### Supply network, run 1

Bar = 20 um. Pins as bars on the die edge. Tap cells in gray.
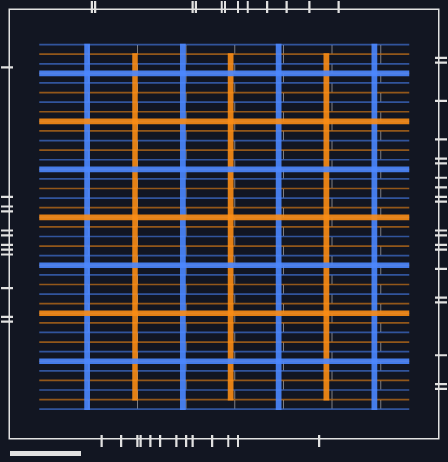
### Cells colored by class, run 1

Bar = 20 um.
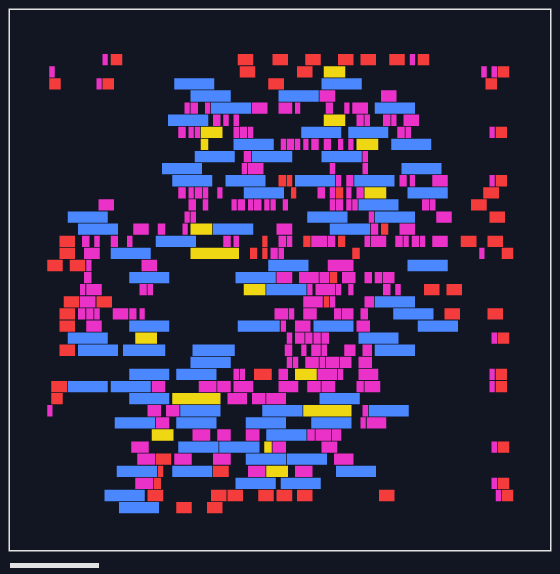
### Clock distribution, run 1

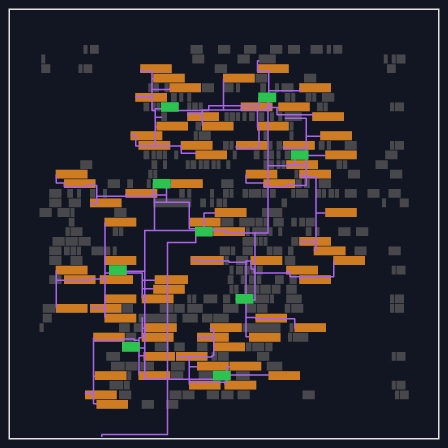
### Signal wires by layer, run 1

Bar = 20 um. Only two layers are drawn.
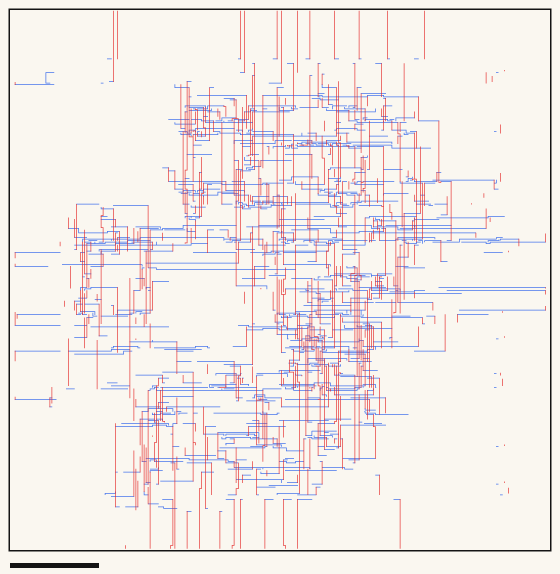
`src/rtl/jstk_spi_responder_pkg.sv`:
```
// Shared definitions for the joystick SPI responder: FSM encoding, frame geometry
// and the packing of the 40-bit response.
package jstk_spi_responder_pkg;

  typedef enum logic [1:0] {
    ST_IDLE  = 2'd0,
    ST_LOAD  = 2'd1,
    ST_SHIFT = 2'd2
  } jstk_state_e;

  localparam int JSTK_FRAME_BYTES = 5;
  localparam int JSTK_DATA_W      = 10;
  localparam int JSTK_BTN_W       = 3;
  localparam int JSTK_RSP_W       = 40;
  localparam int JSTK_HI_PAD      = 6;   // zero bits above the 2 MSBs of x / y
  localparam int JSTK_BTN_PAD     = 5;   // zero bits above the button field

  // Byte order on MISO: x low, x high, y low, y high, buttons.
  function automatic logic [JSTK_RSP_W-1:0] jstk_pack_rsp(
    input logic [JSTK_DATA_W-1:0] x,
    input logic [JSTK_DATA_W-1:0] y,
    input logic [JSTK_BTN_W-1:0]  btn
  );
    return {x[7:0], {JSTK_HI_PAD{1'b0}}, x[9:8],
            y[7:0], {JSTK_HI_PAD{1'b0}}, y[9:8],
            {JSTK_BTN_PAD{1'b0}}, btn};
  endfunction

endpackage

```
`src/rtl/jstk_spi_responder_pin_sync.sv`:
```
// Synchronizes one asynchronous SPI pin into clk and flags any transition of the
// synchronized level (one extra register); latency STAGES cycles to level, +0 to edge.
module spi_pin_sync #(
  parameter int   STAGES  = 2,
  parameter logic RST_VAL = 1'b0
) (
  input  logic clk,
  input  logic rst,
  input  logic pin_i,
  output logic lvl_o,
  output logic edge_o
);

  logic [STAGES-1:0] sync_q;
  logic              prev_q;

  always_ff @(posedge clk or negedge rst) begin
    if (!rst) begin
      sync_q <= {STAGES{RST_VAL}};
      prev_q <= RST_VAL;
    end else begin
      sync_q <= {sync_q[STAGES-2:0], pin_i};
      prev_q <= sync_q[STAGES-1];
    end
  end

  assign lvl_o  = sync_q[STAGES-1];
  assign edge_o = sync_q[STAGES-1] ^ prev_q;

endmodule

```
`src/rtl/jstk_spi_responder.sv`:
```
// SPI mode-0 responder returning a joystick snapshot and capturing the master's command byte.
// Optional frame counter enabled by defining JSTK_RSP_STATS_EN.
module jstk_spi_responder
  import jstk_spi_responder_pkg::*;
#(
  parameter int SYNC_STAGES = 2,
  parameter int FRAME_BYTES = JSTK_FRAME_BYTES
) (
  input  logic                   clk,
  input  logic                   rst,
  input  logic                   SCLK,
  input  logic                   MOSI,
  input  logic                   CS,
  output logic                   MISO,
  input  logic [JSTK_DATA_W-1:0] x_in,
  input  logic [JSTK_DATA_W-1:0] y_in,
  input  logic [JSTK_BTN_W-1:0]  btn_in,
  output logic [7:0]             cmd_byte,
  output logic                   cmd_valid,
  output logic                   frame_done,
  output logic                   frame_err,
  output logic                   busy,
  output logic [15:0]            frame_count
);

  localparam int BCW = $clog2(FRAME_BYTES + 1);
  localparam logic [BCW-1:0] BYTES_END = BCW'(FRAME_BYTES);

  logic sclk_s, sclk_edge, mosi_s, mosi_edge_unused, cs_s, cs_edge;

  spi_pin_sync #(.STAGES(SYNC_STAGES), .RST_VAL(1'b0)) u_sync_sclk (
    .clk(clk), .rst(rst), .pin_i(SCLK), .lvl_o(sclk_s), .edge_o(sclk_edge)
  );
  spi_pin_sync #(.STAGES(SYNC_STAGES), .RST_VAL(1'b0)) u_sync_mosi (
    .clk(clk), .rst(rst), .pin_i(MOSI), .lvl_o(mosi_s), .edge_o(mosi_edge_unused)
  );
  spi_pin_sync #(.STAGES(SYNC_STAGES), .RST_VAL(1'b1)) u_sync_cs (
    .clk(clk), .rst(rst), .pin_i(CS), .lvl_o(cs_s), .edge_o(cs_edge)
  );

  logic sclk_rise, sclk_fall, cs_rise, cs_fall;
  assign sclk_rise = sclk_edge &  sclk_s;
  assign sclk_fall = sclk_edge & ~sclk_s;
  assign cs_rise   = cs_edge   &  cs_s;
  assign cs_fall   = cs_edge   & ~cs_s;

  jstk_state_e           state_q, state_d;
  logic [JSTK_RSP_W-1:0] rsp_q, rsp_d;
  logic                  miso_q, miso_d;
  logic [7:0]            rx_q, rx_d;
  logic [2:0]            bit_q, bit_d;
  logic [BCW-1:0]        byte_q, byte_d;
  logic [7:0]            cmd_q, cmd_d;
  logic                  cmd_vld_q, cmd_vld_d;
  logic                  done_q, done_d;
  logic                  err_q, err_d;

  always_ff @(posedge clk or negedge rst) begin
    if (!rst) begin
      state_q   <= ST_IDLE;
      rsp_q     <= '0;
      miso_q    <= 1'b0;
      rx_q      <= '0;
      bit_q     <= '0;
      byte_q    <= '0;
      cmd_q     <= '0;
      cmd_vld_q <= 1'b0;
      done_q    <= 1'b0;
      err_q     <= 1'b0;
    end else begin
      state_q   <= state_d;
      rsp_q     <= rsp_d;
      miso_q    <= miso_d;
      rx_q      <= rx_d;
      bit_q     <= bit_d;
      byte_q    <= byte_d;
      cmd_q     <= cmd_d;
      cmd_vld_q <= cmd_vld_d;
      done_q    <= done_d;
      err_q     <= err_d;
    end
  end

  always_comb begin
    state_d   = state_q;
    rsp_d     = rsp_q;
    miso_d    = miso_q;
    rx_d      = rx_q;
    bit_d     = bit_q;
    byte_d    = byte_q;
    cmd_d     = cmd_q;
    cmd_vld_d = 1'b0;
    done_d    = 1'b0;
    err_d     = 1'b0;
    case (state_q)
      ST_IDLE: begin
        miso_d = 1'b0;
        if (cs_fall) begin
          state_d = ST_LOAD;
          rx_d    = '0;
          bit_d   = '0;
          byte_d  = '0;
        end
      end
      ST_LOAD: begin
        rsp_d  = jstk_pack_rsp(x_in, y_in, btn_in);
        miso_d = rsp_d[JSTK_RSP_W-1];
        if (cs_rise) begin
          state_d = ST_IDLE;
          miso_d  = 1'b0;
          err_d   = 1'b0 | 1'b1;
        end else begin
          state_d = ST_SHIFT;
        end
      end
      ST_SHIFT: begin
        // CS release wins over any SCLK edge seen in the same cycle.
        if (cs_rise) begin
          state_d = ST_IDLE;
          miso_d  = 1'b0;
          if (byte_q == BYTES_END && bit_q == 3'd0) done_d = 1'b1;
          else                                      err_d  = 1'b1;
        end else if (byte_q == BYTES_END) begin
          miso_d = 1'b0;
        end else if (sclk_rise) begin
          rx_d  = {rx_q[6:0], mosi_s};
          bit_d = bit_q + 3'd1;
          if (bit_q == 3'd7) begin
            byte_d = byte_q + BCW'(1);
            if (byte_q == '0) begin
              cmd_d     = rx_d;
              cmd_vld_d = 1'b1;
            end
          end
        end else if (sclk_fall) begin
          rsp_d  = {rsp_q[JSTK_RSP_W-2:0], 1'b0};
          miso_d = rsp_q[JSTK_RSP_W-2];
        end
      end
      default: begin
        state_d = ST_IDLE;
        miso_d  = 1'b0;
      end
    endcase
  end

  assign MISO       = miso_q;
  assign cmd_byte   = cmd_q;
  assign cmd_valid  = cmd_vld_q;
  assign frame_done = done_q;
  assign frame_err  = err_q;
  assign busy       = (state_q != ST_IDLE);

`ifdef JSTK_RSP_STATS_EN
  logic [15:0] frame_cnt_q;
  always_ff @(posedge clk or negedge rst) begin
    if (!rst)        frame_cnt_q <= '0;
    else if (done_q) frame_cnt_q <= frame_cnt_q + 16'd1;
  end
  assign frame_count = frame_cnt_q;
`else
  assign frame_count = '0;
`endif

endmodule

```
`config.mk`:
```
export PLATFORM = sky130hd
export DESIGN_NAME = jstk_spi_responder
export DESIGN_NICKNAME = d
export VERILOG_FILES = /design/src/rtl/jstk_spi_responder_pkg.sv /design/src/rtl/jstk_spi_responder_pin_sync.sv /design/src/rtl/jstk_spi_responder.sv
export SDC_FILE = /design/constraint.sdc
export NUM_CORES = 1
export LEC_CHECK = 0
export CAP_MARGIN = 20
export CORE_MARGIN = 8
export CORE_UTILIZATION = 30
export CTS_CLUSTER_SIZE = 30
export DETAILED_ROUTE_END_ITERATION = 12
export GPL_TIMING_DRIVEN = 0
export HOLD_SLACK_MARGIN = 0.03
export RECOVER_POWER = 50
export SLEW_MARGIN = 10
export SYNTH_ARGS = -nofsm -noshare
export SYNTH_HDL_FRONTEND = slang
export SYNTH_SLANG_ARGS = --single-unit
```
`constraint.sdc`:
```
create_clock -name clk -period 4 [get_ports clk]
set_clock_uncertainty 0.1 [all_clocks]
set_input_delay 0.8 -clock clk [delete_from_list [all_inputs] [get_ports clk]]
set_output_delay 0.8 -clock clk [all_outputs]
set_load 0.02 [all_outputs]
```
==> flow_metrics.tcl, run 1 <==
# yosys + openroad results
set metrics [dict create \
    warnings 31 \
    end_kind "primary output" \
    grt-busiest-layer "met2" \
    p_int_mw 1.63 \
    post_synth_ao_oa_area_fraction_pct 12.2 \
    h-tree-depth 3 \
    crit_chain "inv_1, ha_1, clkbuf_1, inv_1, clkdlybuf4s50_1" \
    async_reset_ff_share_pct 100 \
    cts_hold_buffers 0 \
    ir_drop_mv 0.195 \
    wl_met3_um 428 \
    drive_gt1_share_pct 15.4 \
    cts_buffer_depth 2 \
    powerComb_uw 680 \
    critPathKind "reg -> out" \
    cts_sinks 74 \
    crit_top_cell "inv_1" \
    synth_area_um2 3330 \
    nFlopsAndLatches 74 \
    pg_clk_uw 722 \
    edf_count 0 \
    taps 140 \
    cp.arrival_ns 1.93 \
    start_kind "flip-flop" \
    area_dominant_class "flip-flops and latches" \
    setup_viol 0 \
    fin_ws_ns 1.17 \
    drc_errors 0 \
    place_ws_ns 1.53 \
    min_period_ns 2.83 \
    highest-signal-layer "met4" \
    outcome "complete, no violations" \
    portBuffers 40 \
    clock_buffers 11 \
    numCtsBuffers 9 \
    io_pins 57 \
    total_power_mw 2.40 \
    grt_usage_pct 10.2 \
    r2r_start "state_q[0]" \
    power.group.top "sequential cells" \
    pwr_density_cell_nw_per_um2 570 \
    drt_iter0_drc 72 \
]
Back to the opening pictures, 'Supply network':
[orange] VDD
[blue] VSS
tap cells: 140
met4 straps: 7

Back to the opening pictures, 'Cells colored by class':
[magenta] all other logic | cells: 216 | share of their area: 33%
[blue] flip-flops | cells: 74 | share of their area: 46%
[yellow] clock drivers and dummy loads | cells: 16 | share of their area: 6.2%
[red] other buffers and delay cells | cells: 71 | share of their area: 15%
post-layout util: 38.8%
core area: 10,800 um2
register share of the cell area: 44.1%
row count: 38

Back to the opening pictures, 'Clock distribution':
[orange] flip-flops | count: 74
[green] cells driving clock nets | count: 9
[purple] clock wires | length: 966 um
routed clock nets: 10

Back to the opening pictures, 'Signal wires by layer':
[blue] met1 | wire length: 3,180 um
[red] met2 | wire length: 3,120 um

run 1: worst max-delay path by stage:
stage / endpoint / cells past startpoint
after floorplan: busy / 4
after global placement: rsp_q[8] / 1
after detailed placement: busy / 5
after CTS: busy / 5
after global routing: cmd_byte[5] / 2
final: busy / 5
run 1: worst register-to-register path: stages, from the launching register on:
cell	delay (ns)
dfrtp_1	0.41
inv_1	0.09
ha_1	0.24
inv_2	0.10
a21oi_1	0.24
nand3_1	0.35
mux2_2	0.38
run 1: registers in the layout, indices dropped and copies added, names as in the netlist:
register            count
rsp_q                  39
cmd_valid               1
cmd_byte                8
u_sync_cs.prev_q        1
bit_q                   3
MISO                    1
u_sync_mosi.sync_q      2
rx_q                    7
u_sync_cs.sync_q        2
byte_q                  3
frame_err               1
u_sync_sclk.prev_q      1
frame_done              1
state_q                 2
u_sync_sclk.sync_q      2
run 1: placed cells by master (no fill, tap or decap), drive strengths merged, types with 4 or more instances in the layout:
| cell | synthesis | final |
|---|---|---|
| o21ai | 40 | 40 |
| inv | 9 | 9 |
| dfrtp | 71 | 71 |
| clkdlybuf4s50 | 0 | 36 |
| conb | 1 | 16 |
| nor2 | 4 | 4 |
| mux2 | 9 | 9 |
| a21oi | 4 | 4 |
| a22o | 10 | 10 |
| mux2i | 22 | 22 |
| nand2 | 61 | 61 |
| clkbuf | 5 | 18 |
| ha | 9 | 9 |
| buf | 25 | 25 |
run 1: metrics by stage:
stage          cell area, um2  hold WS, ns  util, %  TNS [ns]  instances
2_1_floorplan            3380        0.231        -         0        320
3_3_place_gp             3960        0.232     36.5    -38.00        500
3_5_place_dp             3990        0.235     36.8         0        501
4_1_cts                  4240        0.216     39.1         0        517
5_1_grt                  4210        0.261     38.8         0        517
6_report                 4210        0.250     38.8         0        517
### Placement view, run 1

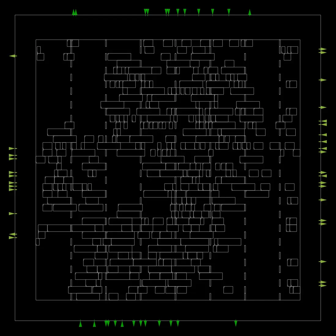

==> run 2, diff against run 1 <==
==> constraint.sdc (replaced) <==
create_clock -name clk -period 2.7 [get_ports clk]
set_clock_uncertainty 0.1 [all_clocks]
set_input_delay 0.54 -clock clk [delete_from_list [all_inputs] [get_ports clk]]
set_output_delay 0.54 -clock clk [all_outputs]
set_load 0.02 [all_outputs]
### Placement view, run 2

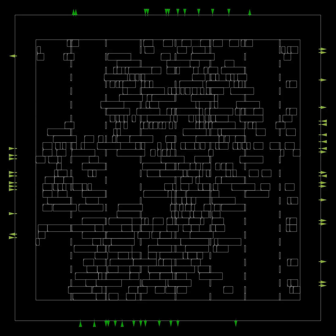
Finished Layout Cells: 517
register share of the cell area: 43.8%

==> run 2 against run 1 <==
Against the previous run:
- utilization grew 0.27 points
- register-to-register slack worse by 1.3 ns
- global-route usage unchanged
- combinational power increased by 49%
- cell count stayed put
- critical path type unchanged
==> flow_metrics.tcl, run 2 <==
# yosys + openroad results
set metrics [dict create \
    synth_chip_area_um2 3330 \
    edf_count 0 \
    gp_congestion 0.785 \
    std_cell_rows 38 \
    cts_sinks 74 \
    h-tree-depth 3 \
    synth_area_um2 3330 \
    fin_ws_ns 0.233 \
    r2r_start "state_q[0]" \
    final_core_util_pct 39.1 \
    critPathKind "reg -> out" \
    hold_viol_final 0 \
    antenna_found_initial 0 \
    hpwlAfterDp_um 4980 \
    numCtsBuffers 9 \
    final_common_cell "dfrtp_1" \
    grt_usage_pct 10.2 \
    largest_register_ffs 39 \
    ir_drop_mv 0.289 \
    outcome "complete, no violations" \
    drc_errors 0 \
    crit_top_cell "inv_1" \
    drive_gt1_share_pct 15.4 \
    most-common-layout-cells "dfrtp_1 (71), nand2_1 (61), o21ai_0 (40), clkdlybuf4s50_1 (36), mux2i_1 (22)" \
    warnings 31 \
    crit_chain "inv_1, ha_1, inv_1, clkdlybuf4s50_1" \
    post_dp_cell_area_um2 3990 \
    finalSetupTns_ns 0 \
    netlist_instances 305 \
    drt_iter0_drc 78 \
    grt_pass1_wl_um 11800 \
    pwr_density_cell_nw_per_um2 840 \
    io_pins 57 \
    setup_viol 0 \
    chipHeight_um 121 \
    end_kind "primary output" \
    core_um2 10800 \
    dp.cells 501 \
    top_register "rsp_q" \
    min_period_ns 2.47 \
    cts_buffer_depth 2 \
    cp.arrival_ns 1.83 \
    async_reset_ff_share_pct 100 \
    start_kind "flip-flop" \
    portBuffers 40 \
    fin_area_um2 4240 \
    place_ws_ns 0.493 \
    dr.pass1.iters 4 \
]
### Clock distribution, run 2

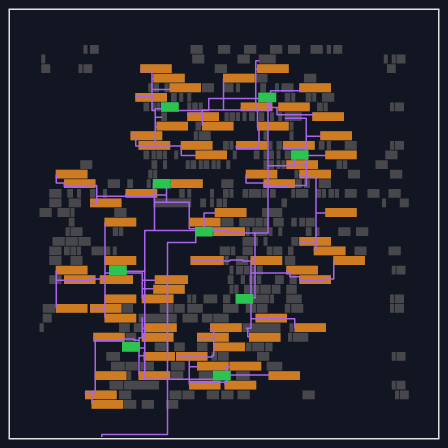
[orange] flip-flops | count: 74
[purple] clock wires | length: 963 um
[green] cells driving clock nets | count: 9
routed clock nets: 10

run 2: final timing paths:
kind                       cells past startpoint                    end  slack (ns)
setup / recovery                               4                   busy        0.23
min in group asynchronous                      2  u_sync_mosi.sync_q[1]        0.90
hold reg to reg                                0  u_sync_sclk.sync_q[1]        0.25
setup reg to reg                               6            cmd_byte[2]        0.66
max in group asynchronous                      3       u_sync_cs.prev_q        0.70
hold / removal                                 0  u_sync_sclk.sync_q[1]        0.25
run 2: cell type report:
class / count / area [um2]
multi-input cells: 207 / 1310
flip-flops and latches: 74 / 1860
well taps: 140 / 175
inverters: 9 / 33.8
repair buffers: 42 / 432
plain buffers: 29 / 186
clock buffers: 11 / 151
fillers: 1068 / 6600
clock inverters: 5 / 100
run 2: per-stage QoR:
stage / hold WS (ns) / total power, mW
2_1_floorplan: 0.144 / 2.21
3_3_place_gp: 0.232 / 2.50
3_5_place_dp: 0.235 / 2.54
4_1_cts: 0.251 / 3.61
5_1_grt: 0.261 / 3.82
6_report: 0.249 / 3.56
run 2: layer usage:
metal | track usage, % | share of wire [%] | vias up
met5 | 0 | 0 | -
met4 | 5.63 | 2.4 | 0
met3 | 3.54 | 6.2 | 13
met2 | 15.5 | 45 | 52
met1 | 12.3 | 47 | 1112
li1 | - | - | 1156
run 2: cell families after synthesis:
family,Yosys count,synth area share [%]
compound gates,64,12.2
fa+ha+maj,10,3.68
buf+inv,39,6.73
flops,74,55.8
mux,31,9.66
other cells,1,0.113
simple gates,86,11.9
run 2: what timing repair did:
action                                  in CTS  in global routing
endpoints found under the setup margin       0                  1
hold buffers                                 1                  0
hold endpoints to repair                    19                  0
run 2: where the power goes:
part / switching [mW] / internal (mW) / leakage, nW
combinational: 0.599 / 0.415 / 0.847
clock: 0.406 / 0.661 / 0.129
sequential: 0.132 / 1.35 / 0.974
==> run 3, diff against run 2 <==
--- a/config.mk
+++ b/config.mk
@@ -5,11 +5,12 @@
 export SDC_FILE = /design/constraint.sdc
 export NUM_CORES = 1
 export LEC_CHECK = 0
-export CAP_MARGIN = 20
+export CAP_MARGIN = 5
 export CORE_MARGIN = 8
 export CORE_UTILIZATION = 30
 export CTS_CLUSTER_SIZE = 30
 export DETAILED_ROUTE_END_ITERATION = 12
+export GPL_ROUTABILITY_DRIVEN = 0
 export GPL_TIMING_DRIVEN = 0
 export HOLD_SLACK_MARGIN = 0.03
 export RECOVER_POWER = 50
### Clock distribution, run 3

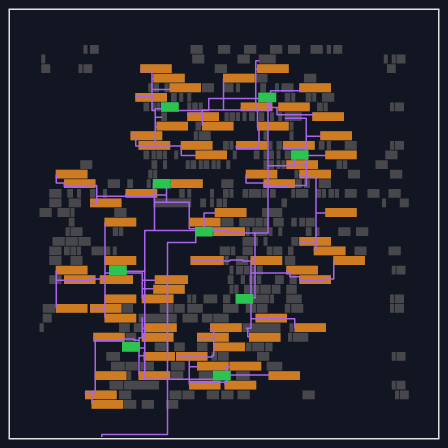
[orange] flip-flops | count: 74
[purple] clock wires | length: 963 um
[green] cells driving clock nets | count: 9
routed clock nets: 10

==> run 3 against run 2 <==
Against the previous run:
- routed wire length unchanged
- sequential cell count unchanged
- non-clock buffer count unchanged
- critical endpoint unchanged
- largest cell class unchanged
==> flow_metrics.tcl, run 3 <==
# yosys + openroad results
set metrics [dict create \
    outcome "complete, no violations" \
    synth_chip_area_um2 3330 \
    std_cell_rows 38 \
    netlist_instances 305 \
    end_kind "primary output" \
    r2r_end "cmd_byte[2]" \
    cts_sinks 74 \
    critPathKind "reg -> out" \
    largest_register_ffs 39 \
    dr.pass1.iters 4 \
    synth_area_um2 3330 \
    finalHoldWorstSlack_ns 0.249 \
    chipHeight_um 121 \
    cp.arrival_ns 1.83 \
    numCtsBuffers 9 \
    most-common-layout-cells "dfrtp_1 (71), nand2_1 (61), o21ai_0 (40), clkdlybuf4s50_1 (36), mux2i_1 (22)" \
    hold_end "u_sync_sclk.sync_q[1]" \
    yosysMostFrequentCell "dfrtp_1" \
    drc_errors 0 \
    hold_path_depth 0 \
    min_period_ns 2.47 \
    warnings 31 \
    ir_drop_mv 0.289 \
    drt_iter0_drc 78 \
    hold_viol_final 0 \
    crit_end "busy" \
    edf_count 0 \
    top_register "rsp_q" \
    async_reset_ff_share_pct 100 \
    cts_buffer_depth 2 \
    setup_viol 0 \
    grt_usage_pct 10.2 \
    io_pins 57 \
    final_common_cell "dfrtp_1" \
    reg2reg_depth 6 \
    reg2reg_setup_slack_ns 0.66 \
    portBuffers 40 \
    r2r_start "state_q[0]" \
    grt_pass1_wl_um 11800 \
    pwr_density_cell_nw_per_um2 840 \
    overflow 0 \
    antenna_found_initial 0 \
]
### Placement view, run 3

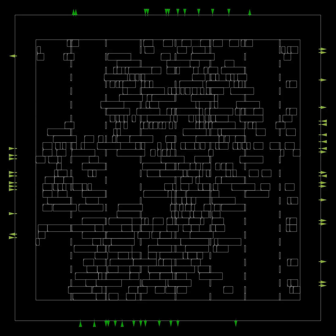
flop count: 74
post-layout util: 39.1%
# Taps: 140

[run 3: cell counts after synthesis]
Identical to the previous run, type by type.
[run 3: cell families after synthesis]
| group | synth area share, % |
|---|---|
| mux | 9.66 |
| buf+inv | 6.73 |
| compound gates | 12.2 |
| fa+ha+maj | 3.68 |
| flops | 55.8 |
| simple gates | 11.9 |
| other cells | 0.113 |
[run 3: metal layers]
metal / global-route usage (%) / vias up / part of all wire [%]
li1: - / 1156 / -
met5: 0 / - / 0
met3: 3.54 / 13 / 6.2
met2: 15.5 / 52 / 45
met1: 12.3 / 1112 / 47
met4: 5.63 / 0 / 2.4
[run 3: layout make-up]
type / instances / area, um2 / share of cell area, %
Buffer: 29 / 186 / 4.40
Clock inverter: 5 / 100 / 2.36
Clock buffer: 11 / 151 / 3.57
Inverter: 9 / 33.8 / 0.797
Sequential cell: 74 / 1860 / 43.8
Multi-Input combinational cell: 207 / 1310 / 30.8
Timing Repair Buffer: 42 / 432 / 10.2
Tap cell: 140 / 175 / 4.13
[run 3: critical path: stages (launching register included)]
cell and delay (ns):
dfrtp_1 0.39, inv_1 0.07, ha_1 0.27, inv_1 0.12, clkdlybuf4s50_1 0.61
[run 3: timing repair]
item | in CTS | in global routing
setup endpoints to repair | 0 | 1
endpoints found under the hold margin | 19 | 0
hold buffers | 1 | 0
[run 3: power breakdown]
part           total [mW]  switching [mW]  internal, mW
clock network        1.07           0.406         0.661
logic                1.01           0.599         0.415
registers            1.48           0.132          1.35
[run 3: stage by stage]
stage	cells	setup slack, ns	setup TNS (ns)	area [um2]	power, mW
after floorplan	320	0.903	0	3380	2.21
after global placement	500	-1.58	-113.97	3960	2.50
after detailed placement	501	0.493	0	3990	2.54
after CTS	518	0.0844	0	4250	3.61
after global routing	517	0.0858	0	4240	3.82
final	517	0.233	0	4240	3.56
No activity file was given, so power comes from the tool's default toggle rates.
